**src/rtl/mem_arb_pkg.sv**
```systemverilog
// Purpose: shared types and constants for the memory access arbiter.
//   arb_state_t : arbiter FSM states
//   grant_t     : last requester served, used for alternating priority
//   ld_desc_t   : pending load descriptor (byte/word, lane) kept for result extraction
//   lane_sel()  : one-hot byte-lane enable for a byte access
package mem_arb_pkg;

    localparam int unsigned SEL_W  = 4;
    localparam int unsigned LANE_W = 2;
    localparam int unsigned CNT_W  = 8;
    localparam int unsigned BYTE_W = 8;

    localparam logic [SEL_W-1:0] SEL_WORD = 4'hF;

    typedef enum logic [1:0] {
        IDLE   = 2'd0,
        FETCH  = 2'd1,
        DREAD  = 2'd2,
        DWRITE = 2'd3
    } arb_state_t;

    typedef enum logic {
        GRANT_FETCH = 1'b0,
        GRANT_DATA  = 1'b1
    } grant_t;

    typedef struct packed {
        logic              byte_op;
        logic [LANE_W-1:0] lane;
    } ld_desc_t;

    function automatic logic [SEL_W-1:0] lane_sel(input logic [LANE_W-1:0] lane);
        return SEL_W'(1) << lane;
    endfunction

endpackage

```
**src/rtl/byte_lane_unit.sv**
```systemverilog
// Purpose: combinational byte-lane steering between the 32-bit bus and the data port.
//   sel_byte/sel_lane -> sel_c   : byte-lane enables (one lane for byte ops, all lanes otherwise)
//   st_wdata          -> wdata_c : store data, low byte replicated on all lanes for byte stores
//   ld_byte/ld_lane/ld_rdata -> rdata_c : load result, selected lane zero-extended for byte loads
module byte_lane_unit
    import mem_arb_pkg::*;
#(
    parameter int unsigned DATA_W = 32
) (
    input  logic              sel_byte,
    input  logic [LANE_W-1:0] sel_lane,
    input  logic [DATA_W-1:0] st_wdata,
    input  logic              ld_byte,
    input  logic [LANE_W-1:0] ld_lane,
    input  logic [DATA_W-1:0] ld_rdata,
    output logic [SEL_W-1:0]  sel_c,
    output logic [DATA_W-1:0] wdata_c,
    output logic [DATA_W-1:0] rdata_c
);

    // Lane enables and store data replication
    always_comb begin
        sel_c   = SEL_WORD;
        wdata_c = st_wdata;
        if (sel_byte) begin
            sel_c   = lane_sel(sel_lane);
            wdata_c = DATA_W'({SEL_W{st_wdata[BYTE_W-1:0]}});
        end
    end

    // Load lane extraction; sign extension happens downstream
    always_comb begin
        rdata_c = ld_rdata;
        if (ld_byte) begin
            rdata_c = DATA_W'(ld_rdata[{ld_lane, 3'b000} +: BYTE_W]);
        end
    end

endmodule

```
**src/rtl/mem_access_arbiter.sv**
```systemverilog
// Purpose: shares one memory bus between instruction fetch and data accesses,
// sequences each transaction over a registered strobe/busy handshake and returns
// the result to the winner with a one-cycle ack. Drives the core stall.
// Ports:
//   clk, nrst                     clock, async active-low reset
//   if_req/if_addr -> if_rdata/if_ack        fetch port
//   d_read_mem/d_write_mem/d_load_byte/d_store_byte/d_addr/d_wdata
//                  -> d_rdata/d_ack          data port
//   bus_addr/bus_wdata/bus_sel/bus_read/bus_write, bus_rdata/bus_busy   memory bus
//   stall                         combinational core stall
//   timeout_err                   sticky bus timeout flag (only with MEM_ARB_TIMEOUT_EN)
// Build option: define MEM_ARB_TIMEOUT_EN to abort bus waits after TIMEOUT_CYCLES.
module mem_access_arbiter
    import mem_arb_pkg::*;
#(
    parameter int unsigned ADDR_W         = 32,
    parameter int unsigned DATA_W         = 32,
    parameter int unsigned TIMEOUT_CYCLES = 255
) (
    input  logic              clk,
    input  logic              nrst,
    input  logic              if_req,
    input  logic [ADDR_W-1:0] if_addr,
    output logic [DATA_W-1:0] if_rdata,
    output logic              if_ack,
    input  logic              d_read_mem,
    input  logic              d_write_mem,
    input  logic              d_load_byte,
    input  logic              d_store_byte,
    input  logic [ADDR_W-1:0] d_addr,
    input  logic [DATA_W-1:0] d_wdata,
    output logic [DATA_W-1:0] d_rdata,
    output logic              d_ack,
    output logic [ADDR_W-1:0] bus_addr,
    output logic [DATA_W-1:0] bus_wdata,
    output logic [SEL_W-1:0]  bus_sel,
    output logic              bus_read,
    output logic              bus_write,
    input  logic [DATA_W-1:0] bus_rdata,
    input  logic              bus_busy,
    output logic              stall
`ifdef MEM_ARB_TIMEOUT_EN
    ,
    output logic              timeout_err
`endif
);

    arb_state_t        state_q, state_d;
    grant_t            last_grant_q, last_grant_d;
    ld_desc_t          ld_q, ld_d;
    logic              armed_q, armed_d;
    logic [ADDR_W-1:0] bus_addr_d;
    logic [DATA_W-1:0] bus_wdata_d;
    logic [SEL_W-1:0]  bus_sel_d;
    logic              bus_read_d, bus_write_d;
    logic [DATA_W-1:0] if_rdata_d, d_rdata_d;
    logic              if_ack_d, d_ack_d;
    logic              done, abort;

    logic              fetch_pend, data_pend, sel_byte;
    logic [SEL_W-1:0]  sel_c;
    logic [DATA_W-1:0] wdata_c, ld_rdata_c;

`ifdef MEM_ARB_TIMEOUT_EN
    logic [CNT_W-1:0]  cnt_q, cnt_d;
    logic              timeout_err_d;
    logic              unused_cfg;
    assign unused_cfg = ^if_addr[1:0];
`else
    logic              unused_cfg;
    assign unused_cfg = ^{if_addr[1:0], 32'(TIMEOUT_CYCLES)};
`endif

    // A requester's held request is masked during its own ack cycle
    assign fetch_pend = if_req & ~if_ack;
    assign data_pend  = (d_read_mem | d_write_mem) & ~d_ack;
    assign stall      = fetch_pend | data_pend;

    assign sel_byte = d_write_mem ? d_store_byte : d_load_byte;

    byte_lane_unit #(
        .DATA_W (DATA_W)
    ) u_lanes (
        .sel_byte (sel_byte),
        .sel_lane (d_addr[LANE_W-1:0]),
        .st_wdata (d_wdata),
        .ld_byte  (ld_q.byte_op),
        .ld_lane  (ld_q.lane),
        .ld_rdata (bus_rdata),
        .sel_c    (sel_c),
        .wdata_c  (wdata_c),
        .rdata_c  (ld_rdata_c)
    );

    // Next state, arbitration and next values of all registered outputs
    always_comb begin
        state_d      = state_q;
        last_grant_d = last_grant_q;
        ld_d         = ld_q;
        armed_d      = armed_q;
        bus_addr_d   = bus_addr;
        bus_wdata_d  = bus_wdata;
        bus_sel_d    = bus_sel;
        bus_read_d   = 1'b0;
        bus_write_d  = 1'b0;
        if_rdata_d   = if_rdata;
        d_rdata_d    = d_rdata;
        if_ack_d     = 1'b0;
        d_ack_d      = 1'b0;
        done         = 1'b0;
        abort        = 1'b0;
`ifdef MEM_ARB_TIMEOUT_EN
        cnt_d         = cnt_q;
        timeout_err_d = timeout_err;
`endif

        case (state_q)
            IDLE: begin
                // Fetch wins on contention only if data was served last
                if (fetch_pend && (!data_pend || last_grant_q == GRANT_DATA)) begin
                    state_d      = FETCH;
                    last_grant_d = GRANT_FETCH;
                    armed_d      = 1'b0;
                    bus_addr_d   = {if_addr[ADDR_W-1:LANE_W], LANE_W'(0)};
                    bus_sel_d    = SEL_WORD;
                    bus_read_d   = 1'b1;
`ifdef MEM_ARB_TIMEOUT_EN
                    cnt_d        = '0;
`endif
                end else if (data_pend) begin
                    last_grant_d = GRANT_DATA;
                    armed_d      = 1'b0;
                    bus_addr_d   = {d_addr[ADDR_W-1:LANE_W], LANE_W'(0)};
                    bus_sel_d    = sel_c;
`ifdef MEM_ARB_TIMEOUT_EN
                    cnt_d        = '0;
`endif
                    // Read and write together is treated as a write
                    if (d_write_mem) begin
                        state_d     = DWRITE;
                        bus_wdata_d = wdata_c;
                        bus_write_d = 1'b1;
                    end else begin
                        state_d     = DREAD;
                        bus_read_d  = 1'b1;
                        ld_d        = '{byte_op: d_load_byte, lane: d_addr[LANE_W-1:0]};
                    end
                end
            end
            default: begin
                // Busy is not valid yet in the strobe cycle; start sampling one cycle later
                if (!armed_q) begin
                    armed_d = 1'b1;
                end else if (!bus_busy) begin
                    done = 1'b1;
                end
`ifdef MEM_ARB_TIMEOUT_EN
                else if (cnt_q == CNT_W'(TIMEOUT_CYCLES - 1)) begin
                    done          = 1'b1;
                    abort         = 1'b1;
                    timeout_err_d = 1'b1;
                end else begin
                    cnt_d = cnt_q + CNT_W'(1);
                end
`endif
            end
        endcase

        // Completion: return result to whoever owns the transaction
        if (done) begin
            state_d = IDLE;
            if (state_q == FETCH) begin
                if_ack_d   = 1'b1;
                if_rdata_d = abort ? '0 : bus_rdata;
            end else begin
                d_ack_d = 1'b1;
                if (state_q == DREAD) begin
                    d_rdata_d = abort ? '0 : ld_rdata_c;
                end
            end
        end
    end

    // State and output registers
    always_ff @(posedge clk or negedge nrst) begin
        if (!nrst) begin
            state_q      <= IDLE;
            last_grant_q <= GRANT_DATA;
            ld_q         <= '0;
            armed_q      <= 1'b0;
            bus_addr     <= '0;
            bus_wdata    <= '0;
            bus_sel      <= '0;
            bus_read     <= 1'b0;
            bus_write    <= 1'b0;
            if_rdata     <= '0;
            d_rdata      <= '0;
            if_ack       <= 1'b0;
            d_ack        <= 1'b0;
`ifdef MEM_ARB_TIMEOUT_EN
            cnt_q        <= '0;
            timeout_err  <= 1'b0;
`endif
        end else begin
            state_q      <= state_d;
            last_grant_q <= last_grant_d;
            ld_q         <= ld_d;
            armed_q      <= armed_d;
            bus_addr     <= bus_addr_d;
            bus_wdata    <= bus_wdata_d;
            bus_sel      <= bus_sel_d;
            bus_read     <= bus_read_d;
            bus_write    <= bus_write_d;
            if_rdata     <= if_rdata_d;
            d_rdata      <= d_rdata_d;
            if_ack       <= if_ack_d;
            d_ack        <= d_ack_d;
`ifdef MEM_ARB_TIMEOUT_EN
            cnt_q        <= cnt_d;
            timeout_err  <= timeout_err_d;
`endif
        end
    end

endmodule
```
**config.mk**
```make
export PLATFORM = sky130hd
export DESIGN_NAME = mem_access_arbiter
export DESIGN_NICKNAME = d
export VERILOG_FILES = /design/src/rtl/mem_arb_pkg.sv /design/src/rtl/byte_lane_unit.sv /design/src/rtl/mem_access_arbiter.sv
export SDC_FILE = /design/constraint.sdc
export NUM_CORES = 1
export LEC_CHECK = 0
export CORE_AREA = 2 2 101 152
export DETAILED_ROUTE_END_ITERATION = 8
export DIE_AREA = 0 0 103 154
export PLACE_DENSITY = 0.77
export SLEW_MARGIN = 15
export SYNTH_ARGS = -nofsm -noshare
export SYNTH_HDL_FRONTEND = slang
export SYNTH_SLANG_ARGS = --single-unit
```
**constraint.sdc**
```tcl
create_clock -name clk -period 2.4 [get_ports clk]
set_clock_uncertainty 0.1 [all_clocks]
set_input_delay 0.36 -clock clk [delete_from_list [all_inputs] [get_ports clk]]
set_output_delay 0.36 -clock clk [all_outputs]
set_load 0.05 [all_outputs]
```
==> ci_impl_report.md, run 1 <==
## Implementation flow summary

| Metric | Value |
|---|---|
| Setup ws final | `about 230 ps` |
| Yosys chip area | `6042 um2` |
| Worst-Skew Late Latency | `420 ps` |
| Bufs on Longest Clock Path | `2` |
| Multi-input combinational cell count | `about 400` |
| # IOs | `273` |
| Top logic cell family in the synthesized netlist | `simple AND/OR/NAND/NOR gates` |
| Max VDD drop | `0.8300 mV` |
| Residual DRC | `0` |
| DRT Pass-1 Iters | `4` |
| Design area | `9707 um2` |
| CTS sink cnt | `141` |
| Combinational share of cell area | `0.2403` |
| Initial antenna violation count | `0` |
| # Cells Yosys | `585` |
| Synth-to-layout area growth | `60.65%` |
| Crit path cell chain | `clkdlybuf4s50_1` |
| Max Freq | `about 0.46 GHz` |
| Aoi share | `0.1406` |
| Top delay family on crit path | `buffers and inverters` |
| GR Layer Usage met3 | `0.05409` |
| Met1 global-route usage | `0.2712` |
| CTS Buf Count | `17` |
| DP Worst Slack | `89.43 ps` |
| Gr ovfl total | `0` |
| Top cell area share | `0.5798` |
| Dpl hpwl | `14360 um` |
| PortBufs | `268` |
| Tool warnings | `28` |
| Routed Antenna Nets | `0` |
| Clock-cell share | `0.06741` |
| Adder-Cell Fraction of Synth Area | `0` |
| Flop share of the area | `0.3636` |
| Finished Core Util | `0.6713` |
| Crit path DRT | `between 1500 and 2000 ps` |
| Post-synth seq share | `0.5842` |
| Slowest stage cell on the critical path | `clkdlybuf4s50_1` |
| Post-Synth Simple-Gate Area | `0.1526` |
| Min Tclk post-route | `2174 ps` |
| Count leader, synth | `dfrtp_1` |
| Worst setup SP type | `register` |
| WP buf/inv | `1` |
| Cell Area, Placed | `9042 um2` |
| Well Taps | `196` |
| Layout buffer count excluding clock buffers | `288` |
| DRT iter0 DRCs | `roughly 210` |
| Endpoint class of the critical path | `output pin` |
| Distinct lib cells used | `36` |
| Final Non-Filler Cells | `1062` |
| Layout cells sized above 1 | `0.1259` |
| Root Driver | `clkbuf_16` |
| Min Hold Slack | `345.9 ps` |
| Mapped Area | `6042 um2` |
| Post-CTS Setup Bufs | `0` |
| WL per Instance | `17.93 um` |
| Die X | `103 um` |
| Delay of the slowest cell on the worst path | `860 ps` |
| Yosys top cell by area | `dfrtp_1` |
| Synth warn | `0` |
| Top cells, area | `dfrtp_1 (58%), mux2_2 (8.0%), nand2_1 (6.3%), nor2_1 (4.2%), a21oi_1 (3.7%)` |
| Count of library flops with an enable pin | `0` |
| Filler cell count | `1128` |
| Worst Tran Pin Value | `558.6 ps` |
| FP Util | `0.4179` |
| Most numerous logic cells after layout | `clkdlybuf4s50_1 (266), dfrtp_1 (140), nand2_1 (102)` |
| Grt met2 use | `0.4261` |
| Vias per cell | `4.969` |
| Full die area | `15860 um2` |
| First-pass GRT wire length | `29370 um` |
| Syn_area_per_cell | `10.33 um2` |
| Clock Pin Slew Worst Setup and Hold Paths | `60 ps` |
| # clk buffers | `20` |
| Largest class | `sequential cells` |
| Dpl cells | `1029` |
| Global router's overall resource usage | `0.2430` |
| Pwr Total | `16.29 mW` |
| MaxCap Viol Count | `0` |
| Die height | `154 um` |
| Pin count of the biggest net entering global routing | `53` |
| NonClk Buf Share | `0.3023` |
| FF+latch area | `approximately 3500 um2` |
| Most common reg cell | `dfrtp_1` |
| Arr. time, crit path | `1710 ps` |
| Async S/R FF share, synth | `1.000` |
| Vias in the first global route | `5608` |
| Syn Inst Count | `a little under 600` |
| Seq_cells | `between 100 and 150` |
| Total Nets Final | `between 900 and 1000` |
| Comb area | `2332 um2` |
| Slew Limit Fails | `0` |
| Slew headroom | `0.6196` |
| DRT Wirelength | `19040 um` |
| Final period util | `0.9057` |
| Core box area | `~14000 um2` |
| CTS tree | `yes` |
| Status | `completed` |
| XOR Share, Synth | `0` |
| Static Leak | `4.042 nW` |
| Most frequent logic cell in the layout | `clkdlybuf4s50_1` |
| Final hold violation count | `0` |
| CP Max Fanout | `4` |
| Row count | `54` |
| MUX area fraction | `0.08677` |
| Crit path kind | `reg2out` |
| Busiest grt layer | `met2` |
| Unrepaired setup endpoints after global routing | `false` |
| H-tree levels | `4` |
| Final setup fails | `0` |
| Post-synth regs | `roughly 140` |
| Invs w/o clock | `3` |
| Sum Neg Setup Slack | `0 ps` |
| Most frequent cells after synthesis | `dfrtp_1 (140), nand2_1 (102), nor2_1 (67), a21oi_1 (45), mux2_2 (43)` |
| PD cells | `1678 nW/um2` |
| Hold WC Path Type | `in2async` |
| GPL Wtd Cong | `approximately 0.85` |
| Vias | `5277` |
| # diodes | `0` |
==> run 1: kinds of logic (layout without fill, tap and decap cells) <==
group / after synthesis / in the layout
compound gates: 140 / 140
mux: 47 / 47
other cells: 1 / 2
buf+inv: 43 / 323
simple gates: 213 / 213
flops: 141 / 141
==> run 1: metal layers <==
| metal | share of wire | wire, um | vias to the layer above |
|---|---|---|---|
| met1 | 0.37 | 7101 | 2520 |
| met4 | 0.038 | 715 | 0 |
| met2 | 0.53 | 10120 | 188 |
| met5 | 0 | 0 | - |
| met3 | 0.058 | 1108 | 47 |
| li1 | - | - | 2522 |
==> run 1: report_power, final <==
part           switching [mW]  total (mW)  internal, mW
combinational            5.92        9.13          3.21
sequential              0.698        4.23          3.53
clock                    1.04        2.93          1.89
total                    7.66        16.3          8.63
==> run 1: registers in the layout (all words and copies together), names as in the netlist <==
register and cells:
armed_q 1, bus_addr 30, bus_read 1, bus_sel 4
bus_wdata 32, bus_write 1, d_ack 1, d_rdata 32
if_ack 1, if_rdata 32, last_grant_q 1, ld_q 3
state_q 2
==> run 1: final timing paths <==
kind / startpoint / end / slack (ps) / cells past startpoint
min reg2reg: d_rdata[4]$_DFFE_PN0P_ / d_rdata[4]$_DFFE_PN0P_ / 380 / 1
max reg2reg: state_q[1]$_DFFE_PN0P_ / bus_wdata[21]$_DFFE_PN0P_ / 470 / 6
min: nrst / if_rdata[30]$_DFFE_PN0P_ / 350 / 2
max: d_ack$_DFF_PN0_ / d_ack / 230 / 1
min in group clk: d_rdata[4]$_DFFE_PN0P_ / d_rdata[4]$_DFFE_PN0P_ / 380 / 1
max in group asynchronous: nrst / last_grant_q$_DFFE_PN1P_ / 1120 / 3
==> run 1: repair_timing <==
action                                 in CTS  in global routing
endpoints found under the hold margin      44                  0
resized                                     0                  0
hold buffers                                1                  0
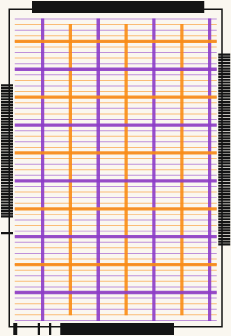
Run 1: supply network
Pins as bars on the die edge.
Key: orange = VDD; purple = VSS
55 met1 rails follow the rows. 273 signal pins sit on the boundary. 7 straps on met4.

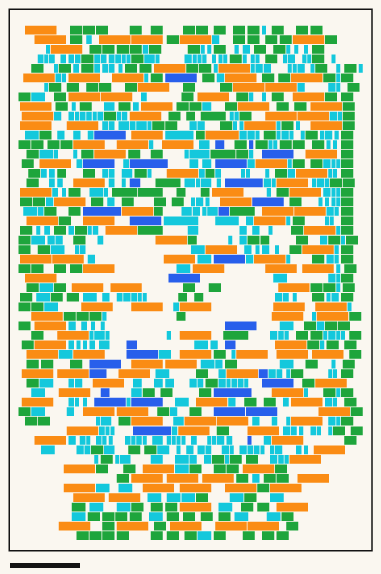
Run 1: placed cells, one colour a class
Bar = 20 um.
Key: cyan = all other logic [cells 405, share of their area 25%]; orange = flops [cells 141, share of their area 37%]; green = other buffers and delay cells [cells 288, share of their area 31%]; blue = clock drivers and dummy loads [cells 32, share of their area 6.9%]

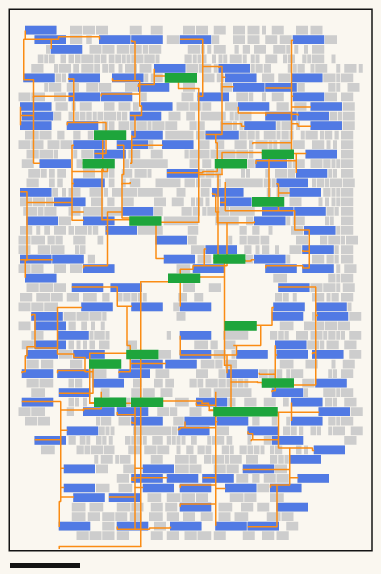
Run 1: clock distribution
Bar = 20 um.
Key: blue = flip-flops [count 141]; green = cells driving clock nets [count 17]; orange = clock wires [length 1810 um]
There are 18 routed clock nets. Position of the flops: all over the die.
Clk. pwr: 2.93 mW
clock group share of total power: 0.180

--- run 2 (diff from run 1) ---
--- a/config.mk
+++ b/config.mk
@@ -5,9 +5,10 @@
 export SDC_FILE = /design/constraint.sdc
 export NUM_CORES = 1
 export LEC_CHECK = 0
-export CORE_AREA = 2 2 101 152
+export ABC_AREA = 1
+export CORE_AREA = 2 2 104 157
 export DETAILED_ROUTE_END_ITERATION = 8
-export DIE_AREA = 0 0 103 154
+export DIE_AREA = 0 0 106 159
 export PLACE_DENSITY = 0.77
 export SLEW_MARGIN = 15
 export SYNTH_ARGS = -nofsm -noshare
==> run 2 against run 1 <==
Compared with the run above: total power shrank 4.3%; hold slack got worse by 65 ps; sequential cell count unchanged; cell count up 22%; die size grew 6.3%; global-route usage rose by 0.39 points; register-to-register slack got worse by 70 ps; first-iteration DRC count up 58%; sequential share of layout area fell by 1.5 points.
==> ci_impl_report.md, run 2 <==
## Implementation flow summary

| Metric | Value |
|---|---|
| Status | `completed` |
| Layout cells sized above 1 | `0.05845 (-0.06742)` |
| Count leader, synth | `nand2_1` |
| Post-synth seq share | `0.5252 (-0.05895)` |
| Full die area | `16850 um2 (+6.3%)` |
| Arr. time, crit path | `1730 ps (+20 ps)` |
| Most frequent cells after synthesis | `nand2_1 (322), dfrtp_1 (140), nand3_1 (72), inv_1 (62), nand4_1 (35)` |
| Min Hold Slack | `281.4 ps (-64.52 ps)` |
| H-tree levels | `4 (unchanged)` |
| # diodes | `0 (unchanged)` |
| Routed Antenna Nets | `0 (unchanged)` |
| Root Driver | `clkbuf_16` |
| Min Tclk post-route | `2189 ps (+15.33 ps)` |
| Endpoint class of the critical path | `output pin` |
| Sum Neg Setup Slack | `0 ps (unchanged)` |
| Largest registers | `bus_wdata: 32 flops, d_rdata: 32 flops, if_rdata: 32 flops` |
| Cell Area, Placed | `9542 um2 (+5.5%)` |
| Initial antenna violation count | `0 (unchanged)` |
| Delay of the slowest cell on the worst path | `870 ps (about the same)` |
| DRT iter0 DRCs | `332 (+58%)` |
| Pin count of the biggest net entering global routing | `58 (+9.4%)` |
| Count of library flops with an enable pin | `0 (unchanged)` |
| Bufs on Longest Clock Path | `2 (unchanged)` |
| Most numerous logic cells after layout | `nand2_1 (322), clkdlybuf4s50_1 (266), dfrtp_1 (140)` |
| Slew headroom | `0.6075 (-0.01211)` |
| WL per Instance | `15.64 um (-13%)` |
| DRT Pass-1 Iters | `5 (+1)` |
| Vias | `6413 (+22%)` |
| Hold-fix buffers, CTS | `1 (unchanged)` |
| Syn Inst Count | `830 (+42%)` |
| DP Worst Slack | `61.28 ps (-28.15 ps)` |
| Final setup fails | `0 (unchanged)` |
| Crit path DRT | `1940 ps (about the same)` |
| Async S/R FF share, synth | `1.000 (unchanged)` |
| CTS Buf Count | `17 (unchanged)` |
| Unrepaired setup endpoints after global routing | `false` |
| Mapped Area | `6720 um2 (+11%)` |
| Gr ovfl total | `0 (unchanged)` |
| CTS tree | `yes` |
| Yosys top cell by area | `dfrtp_1` |
| Tool warnings | `28 (unchanged)` |
| Yosys chip area | `6720 um2 (+11%)` |
| Most frequent logic cell in the layout | `nand2_1` |
| # Cells Yosys | `830 (+42%)` |
| Worst-Skew Late Latency | `410 ps (about the same)` |
| Slowest stage cell on the critical path | `clkdlybuf4s50_1` |
| MaxCap Viol Count | `0 (unchanged)` |
| Dpl cells | `1265 (+23%)` |
| Post-synth regs | `141 (unchanged)` |
| # IOs | `273 (unchanged)` |
| Post-CTS Setup Bufs | `0 (unchanged)` |
| Vias in the first global route | `6237 (+11%)` |
| Final Non-Filler Cells | `1298 (+22%)` |
| Top cell area share | `0.5213 (-0.05851)` |
| Finished Core Util | `0.6539 (-0.01741)` |
| CTS resizes | `0 (unchanged)` |
| CP Max Fanout | `4 (unchanged)` |
| PD cells | `1540 nW/um2 (-8.3%)` |
| GPL Wtd Cong | `0.9184 (+8.0%)` |
| Static Leak | `4.929 nW (+22%)` |
| Synth warn | `0 (unchanged)` |
| Syn_area_per_cell | `8.097 um2 (-22%)` |
| Distinct lib cells used | `25 (-31%)` |
| PortBufs | `268 (unchanged)` |
| Pwr Total | `15.59 mW (-4.3%)` |
| Vias per cell | `4.941 (-0.57%)` |
| Most common reg cell | `dfrtp_1` |
| Global router's overall resource usage | `0.2469 (+0.003916)` |
| Setup ws final | `211.0 ps (-15.33 ps)` |
| Max Freq | `0.4568 GHz (-0.70%)` |
| FP Util | `0.4340 (+0.01611)` |
| Worst setup SP type | `register` |
| Design area | `10130 um2 (+4.3%)` |
| WP buf/inv | `1 (unchanged)` |
| DRT Wirelength | `20310 um (+6.6%)` |
| Hold WC Path Type | `in2async` |
| Crit path cell chain | `clkdlybuf4s50_1` |
| Worst Tran Pin Value | `586.9 ps (+28.26 ps)` |
run 2: final timing paths:
check,start,to,slack (ps),cells past startpoint
max,d_ack$_DFF_PN0_,d_ack,210,1
min,nrst,if_rdata[31]$_DFFE_PN0P_,280,2
max reg2reg,state_q[1]$_DFFE_PN0P_,bus_wdata[0]$_DFFE_PN0P_,400,6
min reg2reg,bus_wdata[3]$_DFFE_PN0P_,bus_wdata[3]$_DFFE_PN0P_,370,2
max in group asynchronous,nrst,bus_wdata[6]$_DFFE_PN0P_,1240,3
min in group clk,bus_wdata[3]$_DFFE_PN0P_,bus_wdata[3]$_DFFE_PN0P_,370,2
run 2: power by group:
| group | switching, mW | internal (mW) | total [mW] |
|---|---|---|---|
| combinational | 6.09 | 2.80 | 8.88 |
| clock | 1.08 | 1.48 | 2.56 |
| sequential | 0.667 | 3.48 | 4.15 |
| total | 7.84 | 7.75 | 15.6 |
run 2: cells by family after synthesis:
group / synth area share
other: 0.0005580
AND/OR/NAND/NOR: 0.3355
buffers and inverters: 0.08304
flip-flops: 0.5252
AND-OR/OR-AND: 0.05567
run 2: metal layers:
| layer | share of wire | track usage | up-vias |
|---|---|---|---|
| met1 | 0.40 | 0.2965 | 2981 |
| met4 | 0.028 | 0.08732 | 0 |
| met3 | 0.053 | 0.05117 | 41 |
| met5 | 0 | 0 | - |
| li1 | - | - | 3169 |
| met2 | 0.52 | 0.4352 | 222 |
run 2: cell type report:
| type | count | area (um2) |
|---|---|---|
| clock inverter | 13 | 131.4 |
| tap | 203 | 254.0 |
| multi-input combinational | 571 | 2641 |
| clock buffer | 19 | 442.9 |
| timing repair buffer | 285 | 2874 |
| sequential | 141 | 3530 |
| inverter | 66 | 252.7 |
| fill | 1350 | 5359 |
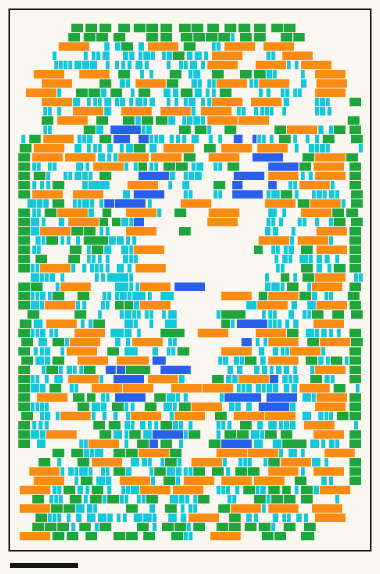
Run 2: placed cells, one colour a class
Bar = 20 um.
Key: green = other buffers and delay cells [cells 285, share of their area 29%]; blue = clock drivers and dummy loads [cells 32, share of their area 5.8%]; cyan = all other logic [cells 637, share of their area 29%]; orange = flops [cells 141, share of their area 36%]

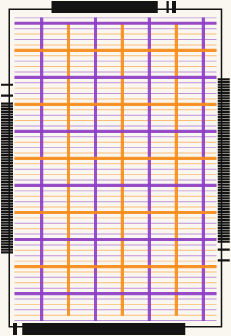
Run 2: supply network
Pins as bars on the die edge.
Key: purple = VSS; orange = VDD
273 signal pins sit on the boundary. The core has 56 rows. 11 straps on met5. 57 met1 rails follow the rows.
Max VDD drop: 0.8532 mV
Die X: 106 um
core box area: 15480 um2
die height: 159 um

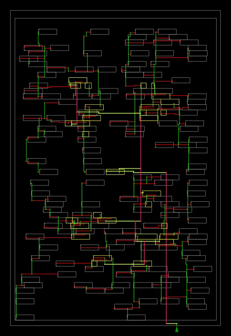
Run 2: the clock network
seq_cells: 141
CTS sink cnt: 141

No activity file was given, so power comes from the tool's default toggle rates.
